**Run 1: power grid**

Scale bar: 50 µm. Pins as bars on the die edge.
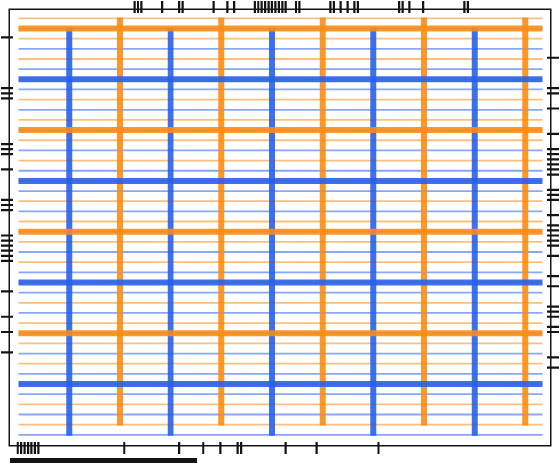
**Run 1: cells coloured by class**

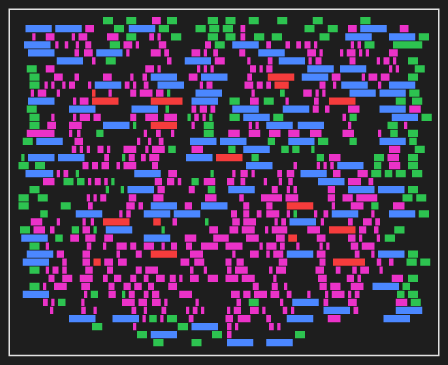
**Run 1: clock network drawn from the DEF**

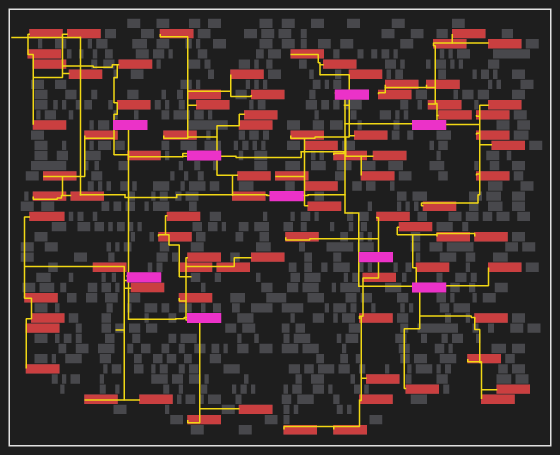
--- src/rtl/pcie_fc_pkg.sv ---
// pcie_fc_pkg: shared FSM encoding and payload-size legality helpers for the completion path.
package pcie_fc_pkg;
    typedef enum logic [1:0] {IDLE, CALC, WAIT_BUF, ISSUE} cpl_state_t;
    localparam int MPS_MIN = 128;
    localparam int MPS_MID = 256;
    localparam int MPS_MAX = 512;
    function automatic bit mps_legal(input int mps);
        return (mps == MPS_MIN) || (mps == MPS_MID) || (mps == MPS_MAX);
    endfunction
endpackage

--- src/rtl/cpl_chunk_calc.sv ---
// cpl_chunk_calc: sizes the next completion so it never crosses a payload-size boundary.
module cpl_chunk_calc #(
    parameter int MPS_DW = 64
) (
    input  logic [10:0] remaining,
    input  logic [9:0]  cur_dw,
    output logic [10:0] chunk,
    output logic [12:0] byte_count,
    output logic [6:0]  lower_addr
);
    logic [10:0] room;
    assign room       = 11'(MPS_DW) - {1'b0, cur_dw & 10'(MPS_DW - 1)};
    assign chunk      = (remaining < room) ? remaining : room;
    assign byte_count = {remaining, 2'b00};
    assign lower_addr = {cur_dw[4:0], 2'b00};
endmodule

--- src/rtl/cpl_split_controller.sv ---
// cpl_split_controller: splits memory-read requests into payload-size bounded completion descriptors.
module cpl_split_controller
    import pcie_fc_pkg::*;
#(
    parameter int MAX_PAYLOAD_SIZE = 256
) (
    input  logic        clk,
    input  logic        rst,
    input  logic        init_rst_i,
    input  logic        req_valid_i,
    output logic        req_ready_o,
    input  logic [10:0] req_len_i,
    input  logic [11:0] req_addr_i,
    input  logic [5:0]  trn_tbuf_av_i,
    output logic        cpl_valid_o,
    input  logic        cpl_ready_i,
    output logic [10:0] cpl_len_o,
    output logic [12:0] cpl_byte_count_o,
    output logic [6:0]  cpl_lower_addr_o,
    output logic        cpl_last_o,
    output logic [31:0] cpl_sent_o
);
    localparam int MPS_DW = MAX_PAYLOAD_SIZE / 4;

    if (!mps_legal(MAX_PAYLOAD_SIZE)) begin : g_bad_mps
        $error("MAX_PAYLOAD_SIZE must be 128, 256 or 512");
    end

    cpl_state_t  state;
    logic [10:0] remaining;
    logic [9:0]  cur_dw;
    logic [10:0] chunk;
    logic [12:0] byte_count;
    logic [6:0]  lower_addr;
    logic        unused_addr;

    assign unused_addr = ^req_addr_i[1:0];

    cpl_chunk_calc #(.MPS_DW(MPS_DW)) u_calc (
        .remaining  (remaining),
        .cur_dw     (cur_dw),
        .chunk      (chunk),
        .byte_count (byte_count),
        .lower_addr (lower_addr)
    );

    always_ff @(posedge clk or posedge rst) begin
        if (rst) begin
            state            <= IDLE;
            req_ready_o      <= 1'b1;
            cpl_valid_o      <= 1'b0;
            cpl_len_o        <= '0;
            cpl_byte_count_o <= '0;
            cpl_lower_addr_o <= '0;
            cpl_last_o       <= 1'b0;
            cpl_sent_o       <= '0;
            remaining        <= '0;
            cur_dw           <= '0;
        end else if (init_rst_i) begin
            state       <= IDLE;
            req_ready_o <= 1'b1;
            cpl_valid_o <= 1'b0;
            cpl_sent_o  <= '0;
            remaining   <= '0;
            cur_dw      <= '0;
        end else begin
            case (state)
                IDLE: if (req_valid_i) begin
                    remaining   <= (req_len_i == 11'd0) ? 11'd1024 : req_len_i;
                    cur_dw      <= req_addr_i[11:2];
                    req_ready_o <= 1'b0;
                    state       <= CALC;
                end
                CALC: begin
                    cpl_len_o        <= chunk;
                    cpl_byte_count_o <= byte_count;
                    cpl_lower_addr_o <= lower_addr;
                    cpl_last_o       <= (chunk == remaining);
                    state            <= WAIT_BUF;
                end
                WAIT_BUF: if (trn_tbuf_av_i > 6'd1) begin
                    cpl_valid_o <= 1'b1;
                    state       <= ISSUE;
                end
                ISSUE: if (cpl_ready_i) begin
                    // chunk never exceeds MPS_DW, so its low ten bits carry the whole advance
                    cpl_valid_o <= 1'b0;
                    remaining   <= remaining - cpl_len_o;
                    cur_dw      <= cur_dw + cpl_len_o[9:0];
                    cpl_sent_o  <= cpl_sent_o + 32'd1;
                    req_ready_o <= cpl_last_o;
                    state       <= cpl_last_o ? IDLE : CALC;
                end
                default: state <= IDLE;
            endcase
        end
    end
endmodule

--- config.mk ---
export PLATFORM = sky130hd
export DESIGN_NAME = cpl_split_controller
export DESIGN_NICKNAME = d
export VERILOG_FILES = /design/src/rtl/pcie_fc_pkg.sv /design/src/rtl/cpl_chunk_calc.sv /design/src/rtl/cpl_split_controller.sv
export SDC_FILE = /design/constraint.sdc
export NUM_CORES = 1
export LEC_CHECK = 0
export CELL_PAD_IN_SITES_DETAIL_PLACEMENT = 1
export CELL_PAD_IN_SITES_GLOBAL_PLACEMENT = 2
export CORE_ASPECT_RATIO = 0.8
export CORE_MARGIN = 2
export CORE_UTILIZATION = 33
export DETAILED_ROUTE_END_ITERATION = 6
export GPL_TIMING_DRIVEN = 0
export PLACE_DENSITY_LB_ADDON = 0.1
export SLEW_MARGIN = 20
export SYNTH_ARGS = -nofsm -noshare
export SYNTH_HDL_FRONTEND = slang
export SYNTH_HIERARCHICAL = 1
export SYNTH_SLANG_ARGS = --single-unit
--- constraint.sdc ---
create_clock -name clk -period 4.05 [get_ports clk]
set_input_delay 0.6075 -clock clk [delete_from_list [all_inputs] [get_ports clk]]
set_output_delay 0.6075 -clock clk [all_outputs]
set_load 0.01 [all_outputs]
==> flow_results.xml, run 1 <==
<?xml version="1.0" encoding="UTF-8"?>
<metrics>
  <group name="final_layout">
    <metric name="antenna-diode-count" unit="">0</metric>
    <metric name="most-common-layout-cells" unit="">sky130_fd_sc_hd__clkdlybuf4s50_1 (91), sky130_fd_sc_hd__dfrtp_1 (84), sky130_fd_sc_hd__nand2_1 (52)</metric>
    <metric name="area_growth_syn_to_layout" unit="%">30.1</metric>
    <metric name="comb_share" unit="%">40.4</metric>
    <metric name="area_share_nonclk_buffers" unit="%">17.8</metric>
    <metric name="non_clock_inverter_count" unit="">30</metric>
    <metric name="area_dominant_class" unit="">multi-input combinational cells</metric>
    <metric name="buffers" unit="">137</metric>
    <metric name="utilization" unit="%">43.4</metric>
    <metric name="area_taken_by_flip_flops_and_latches" unit="µm²">2130</metric>
    <metric name="fill_cells" unit="">1808</metric>
    <metric name="instances_no_fill" unit="">879</metric>
    <metric name="logic_area" unit="µm²">2740</metric>
  </group>
  <group name="die">
    <metric name="core" unit="µm²">15600</metric>
    <metric name="tapCellCount" unit="">215</metric>
    <metric name="chip_area" unit="µm²">16800</metric>
    <metric name="top_level_ports" unit="">100</metric>
  </group>
  <group name="flow_run">
    <metric name="maxCapViolCount" unit="">0</metric>
  </group>
  <group name="final_timing">
    <metric name="timing.fmax" unit="GHz">0.276</metric>
    <metric name="rsz_0062_raised_after_global_routing" unit="">false</metric>
    <metric name="finalWorstPathRequiredPeriod" unit="ns">3.62</metric>
    <metric name="fin_ws" unit="ns">0.432</metric>
    <metric name="worstMarginPinSlew" unit="ns">0.873</metric>
    <metric name="finalSetupViolations" unit="">0</metric>
    <metric name="hold-worst-slack" unit="ns">0.502</metric>
    <metric name="report.final.slew_viol_count" unit="">0</metric>
  </group>
  <group name="yosys">
    <metric name="synthesis.instances" unit="">549</metric>
    <metric name="synth.cell_area" unit="µm²">5220</metric>
    <metric name="synthesized_area_divided_by_synthesized_cell_count" unit="µm²">9.51</metric>
  </group>
  <group name="routing">
    <metric name="via_count" unit="">4292</metric>
    <metric name="drt_wl_total" unit="µm">15500</metric>
    <metric name="detailedRoute.firstPassIterationCount" unit="">4</metric>
    <metric name="routed_wire_length_per_instance" unit="µm">17.6</metric>
  </group>
  <group name="power">
    <metric name="power_density" unit="nW/µm²">682</metric>
    <metric name="static-leakage-power" unit="nW">2.95</metric>
    <metric name="power" unit="mW">4.63</metric>
  </group>
  <group name="clock_network">
    <metric name="clock_latency" unit="ns">0.35</metric>
    <metric name="postCtsSetupRepairBufs" unit="">0</metric>
    <metric name="h_tree_level_count" unit="">3</metric>
    <metric name="max_buffers_root_to_sink" unit="">2</metric>
    <metric name="postCtsHoldBufs" unit="">0</metric>
    <metric name="cts_tree" unit="">yes</metric>
    <metric name="ctsRootBufferMaster" unit="">sky130_fd_sc_hd__clkbuf_16</metric>
    <metric name="tritoncts.num_buffers" unit="">9</metric>
    <metric name="cts.repair.resized" unit="">0</metric>
  </group>
  <group name="grt">
    <metric name="grt.overflow.total" unit="">0</metric>
    <metric name="grt_pass1_wl" unit="µm">24600</metric>
    <metric name="grt_start_max_net_pins" unit="">50</metric>
    <metric name="track_usage" unit="%">19.4</metric>
    <metric name="antenna_found_initial" unit="">0</metric>
  </group>
  <group name="placement">
    <metric name="dp_slack" unit="ns">0.500</metric>
    <metric name="post-dp-hpwl" unit="µm">12100</metric>
    <metric name="dpl-instance-area" unit="µm²">6460</metric>
    <metric name="cell_count_after_placement" unit="">863</metric>
    <metric name="placement.io_buffers" unit="">91</metric>
  </group>
  <group name="critical_path">
    <metric name="cp.arrival" unit="ns">3.88</metric>
    <metric name="critical-path-max-stage-delay" unit="ns">0.46</metric>
    <metric name="cp.required" unit="ns">4.31</metric>
    <metric name="reg_to_reg_critical_path_startpoint" unit="">cur_dw[2]</metric>
    <metric name="cp-endpoint" unit="">cpl_last_o</metric>
    <metric name="critical_path_launch_point" unit="">cur_dw[2]</metric>
    <metric name="cp-end-kind" unit="">register</metric>
    <metric name="path_buffers" unit="">0</metric>
    <metric name="critical_path.reg2reg.endpoint" unit="">cpl_last_o</metric>
    <metric name="path_class" unit="">reg -&gt; reg</metric>
    <metric name="r2r_slack" unit="ns">0.43</metric>
  </group>
  <group name="status">
    <metric name="outcome" unit="">complete, no violations</metric>
  </group>
  <group name="hold_path">
    <metric name="hold_end" unit="">req_ready_o</metric>
    <metric name="hold_path.class" unit="">reg -&gt; reg</metric>
    <metric name="worstHoldPathCells" unit="">2</metric>
  </group>
</metrics>
About 'power grid':
- orange: VDD
- blue: VSS
- met4 straps: 10
- met5 straps: 8
Die Width: 145 µm
worst voltage drop across the vdd grid: 0.283 mV
Vert. Die Dim: 116 µm

About 'cells coloured by class':
- green: other buffers and delay cells (cells 137)
- magenta: all other logic (cells 426)
- red: clock drivers and dummy loads (cells 16)
- blue: flip-flops (cells 85)
number of rows in the core area: 41
Final Instance Area: 6790 µm²
flip-flop and latch share of the layout cell area: 31.3%

About 'clock network drawn from the DEF':
- magenta: cells driving clock nets (count 9)
- red: flip-flops (count 85)
- yellow: clock wires (length 1340 µm)
- routed clock nets: 10
- flops lie: widely spread
Fin Clk Skew: 0.00987 ns
portion of total power attributed to the clock network: 19.8%

## run 1: where the power goes
group	internal [mW]	switching, mW	total (mW)
Sequential	1.07	0.260	1.33
Clock	0.559	0.360	0.919
Combinational	1.17	1.21	2.39
## run 1: sequential cells by signal, indices dropped and copies added, names as in the netlist
register          cells
cpl_lower_addr_o      7
req_ready_o           1
cpl_sent_o           32
cpl_byte_count_o     13
cur_dw                6
cpl_valid_o           1
remaining            11
cpl_last_o            1
cpl_len_o            11
state                 2
## run 1: per-layer routing
metal  vias to the layer above  wire [µm]  GRT usage, %  share of wire [%]
met5                         -          0             0                  0
met4                         0        177          4.40                1.1
met3                        14        477          3.73                3.1
met2                        73       6900          30.2                 44
met1                      2121       7950          28.1                 51
li1                       2084          -             -                  -
## Run 2: what changed since run 1
Settings changed: MAX_ROUTING_LAYER from default to met4, SLEW_MARGIN 20 to 10.
==> flow_results.xml, run 2 <==
<?xml version="1.0" encoding="UTF-8"?>
<metrics>
  <group name="final_timing">
    <metric name="finalWorstPathRequiredPeriod" unit="ns">3.58</metric>
    <metric name="timing.fmax" unit="GHz">0.279</metric>
    <metric name="finalSetupViolations" unit="">0</metric>
    <metric name="rsz_0062_raised_after_global_routing" unit="">false</metric>
    <metric name="final.setup_skew" unit="ns">0.00739</metric>
    <metric name="worstMarginPinSlew" unit="ns">1.22</metric>
  </group>
  <group name="routing">
    <metric name="via_count" unit="">4276</metric>
    <metric name="detail_route.wirelength.met1" unit="µm">8020</metric>
    <metric name="detailedRoute.firstPassIterationCount" unit="">4</metric>
    <metric name="top_layer" unit="">met4</metric>
    <metric name="drt_wl_total" unit="µm">15600</metric>
    <metric name="routed_wire_length_per_instance" unit="µm">17.7</metric>
  </group>
  <group name="power">
    <metric name="power.combinational.total" unit="mW">2.39</metric>
    <metric name="gate_power_share" unit="%">52.2</metric>
    <metric name="power_frac_seq" unit="%">29.1</metric>
    <metric name="ir_drop" unit="mV">0.259</metric>
    <metric name="netSwitchingFraction" unit="%">40.1</metric>
    <metric name="power_density" unit="nW/µm²">677</metric>
    <metric name="power_leader" unit="">combinational logic</metric>
  </group>
  <group name="grt">
    <metric name="grtUsageMet3" unit="%">3.40</metric>
    <metric name="grt_start_max_net_pins" unit="">50</metric>
    <metric name="grt_pass1_wl" unit="µm">24700</metric>
    <metric name="antenna_found_initial" unit="">0</metric>
  </group>
  <group name="die">
    <metric name="top_level_ports" unit="">100</metric>
    <metric name="die_w" unit="µm">145</metric>
    <metric name="core" unit="µm²">15600</metric>
    <metric name="chip_area" unit="µm²">16800</metric>
    <metric name="tapCellCount" unit="">215</metric>
  </group>
  <group name="critical_path">
    <metric name="path_class" unit="">reg -&gt; reg</metric>
    <metric name="critical-path-max-stage-delay" unit="ns">0.46</metric>
    <metric name="path_buffers" unit="">0</metric>
    <metric name="cp.required" unit="ns">4.31</metric>
  </group>
  <group name="clock_network">
    <metric name="postCtsHoldBufs" unit="">0</metric>
    <metric name="postCtsSetupRepairBufs" unit="">0</metric>
    <metric name="h_tree_level_count" unit="">3</metric>
    <metric name="cts_tree" unit="">yes</metric>
    <metric name="cts.repair.resized" unit="">0</metric>
    <metric name="ctsRootBufferMaster" unit="">sky130_fd_sc_hd__clkbuf_16</metric>
  </group>
  <group name="hold_path">
    <metric name="hold_path.class" unit="">reg -&gt; reg</metric>
  </group>
  <group name="placement">
    <metric name="post-dp-hpwl" unit="µm">12100</metric>
    <metric name="placement.io_buffers" unit="">91</metric>
  </group>
  <group name="final_layout">
    <metric name="non_clock_inverter_count" unit="">30</metric>
    <metric name="registers.top_by_ff_count" unit="">cpl_sent_o</metric>
    <metric name="antenna-diode-count" unit="">0</metric>
    <metric name="fill_cells" unit="">1825</metric>
    <metric name="area_growth_syn_to_layout" unit="%">29.5</metric>
    <metric name="area_dominant_class" unit="">multi-input combinational cells</metric>
    <metric name="area_taken_by_flip_flops_and_latches" unit="µm²">2130</metric>
    <metric name="buffers" unit="">137</metric>
    <metric name="area_share_nonclk_buffers" unit="%">17.8</metric>
    <metric name="largestRegisters" unit="">cpl_sent_o: 32 flops, cpl_byte_count_o: 13 flops</metric>
    <metric name="logic_area" unit="µm²">2740</metric>
  </group>
  <group name="status">
    <metric name="outcome" unit="">complete, no violations</metric>
  </group>
  <group name="yosys">
    <metric name="synth.cell_area" unit="µm²">5220</metric>
    <metric name="synthesized_area_divided_by_synthesized_cell_count" unit="µm²">9.51</metric>
    <metric name="synthesis.instances" unit="">549</metric>
  </group>
</metrics>
-- run 2: stage by stage --
step                      setup TNS [ns]  power, mW  instance area, µm²  util (%)  worst slack [ns]
after floorplan                        0       2.89                5250         -              1.03
after global placement            -33.71       3.68                6420      41.1            -0.407
after detailed placement               0       3.74                6450      41.3             0.499
after CTS                              0       4.63                6760      43.2             0.451
after global routing                   0       4.96                6760      43.2             0.204
final                                  0       4.57                6760      43.2             0.470
-- run 2: final timing paths --
check | slack [ns] | endpoint | start
setup / recovery | 0.47 | cpl_last_o | cur_dw[2]
hold / removal | 0.50 | req_ready_o | req_ready_o
setup reg to reg | 0.47 | cpl_last_o | cur_dw[2]
hold reg to reg | 0.50 | req_ready_o | req_ready_o
max in group asynchronous | 2.77 | remaining[5] | rst
min in group asynchronous | 0.65 | cpl_sent_o[25] | rst
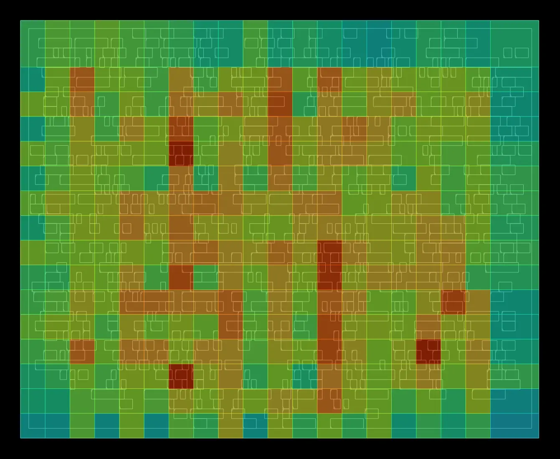
**Above:** run 2 (routing congestion).
met1 layer usage reported by global route: 28.9%
met2 global-route usage: 29.7%
final design utilization: 43.2%

Power is estimated from default activity; no workload was simulated.
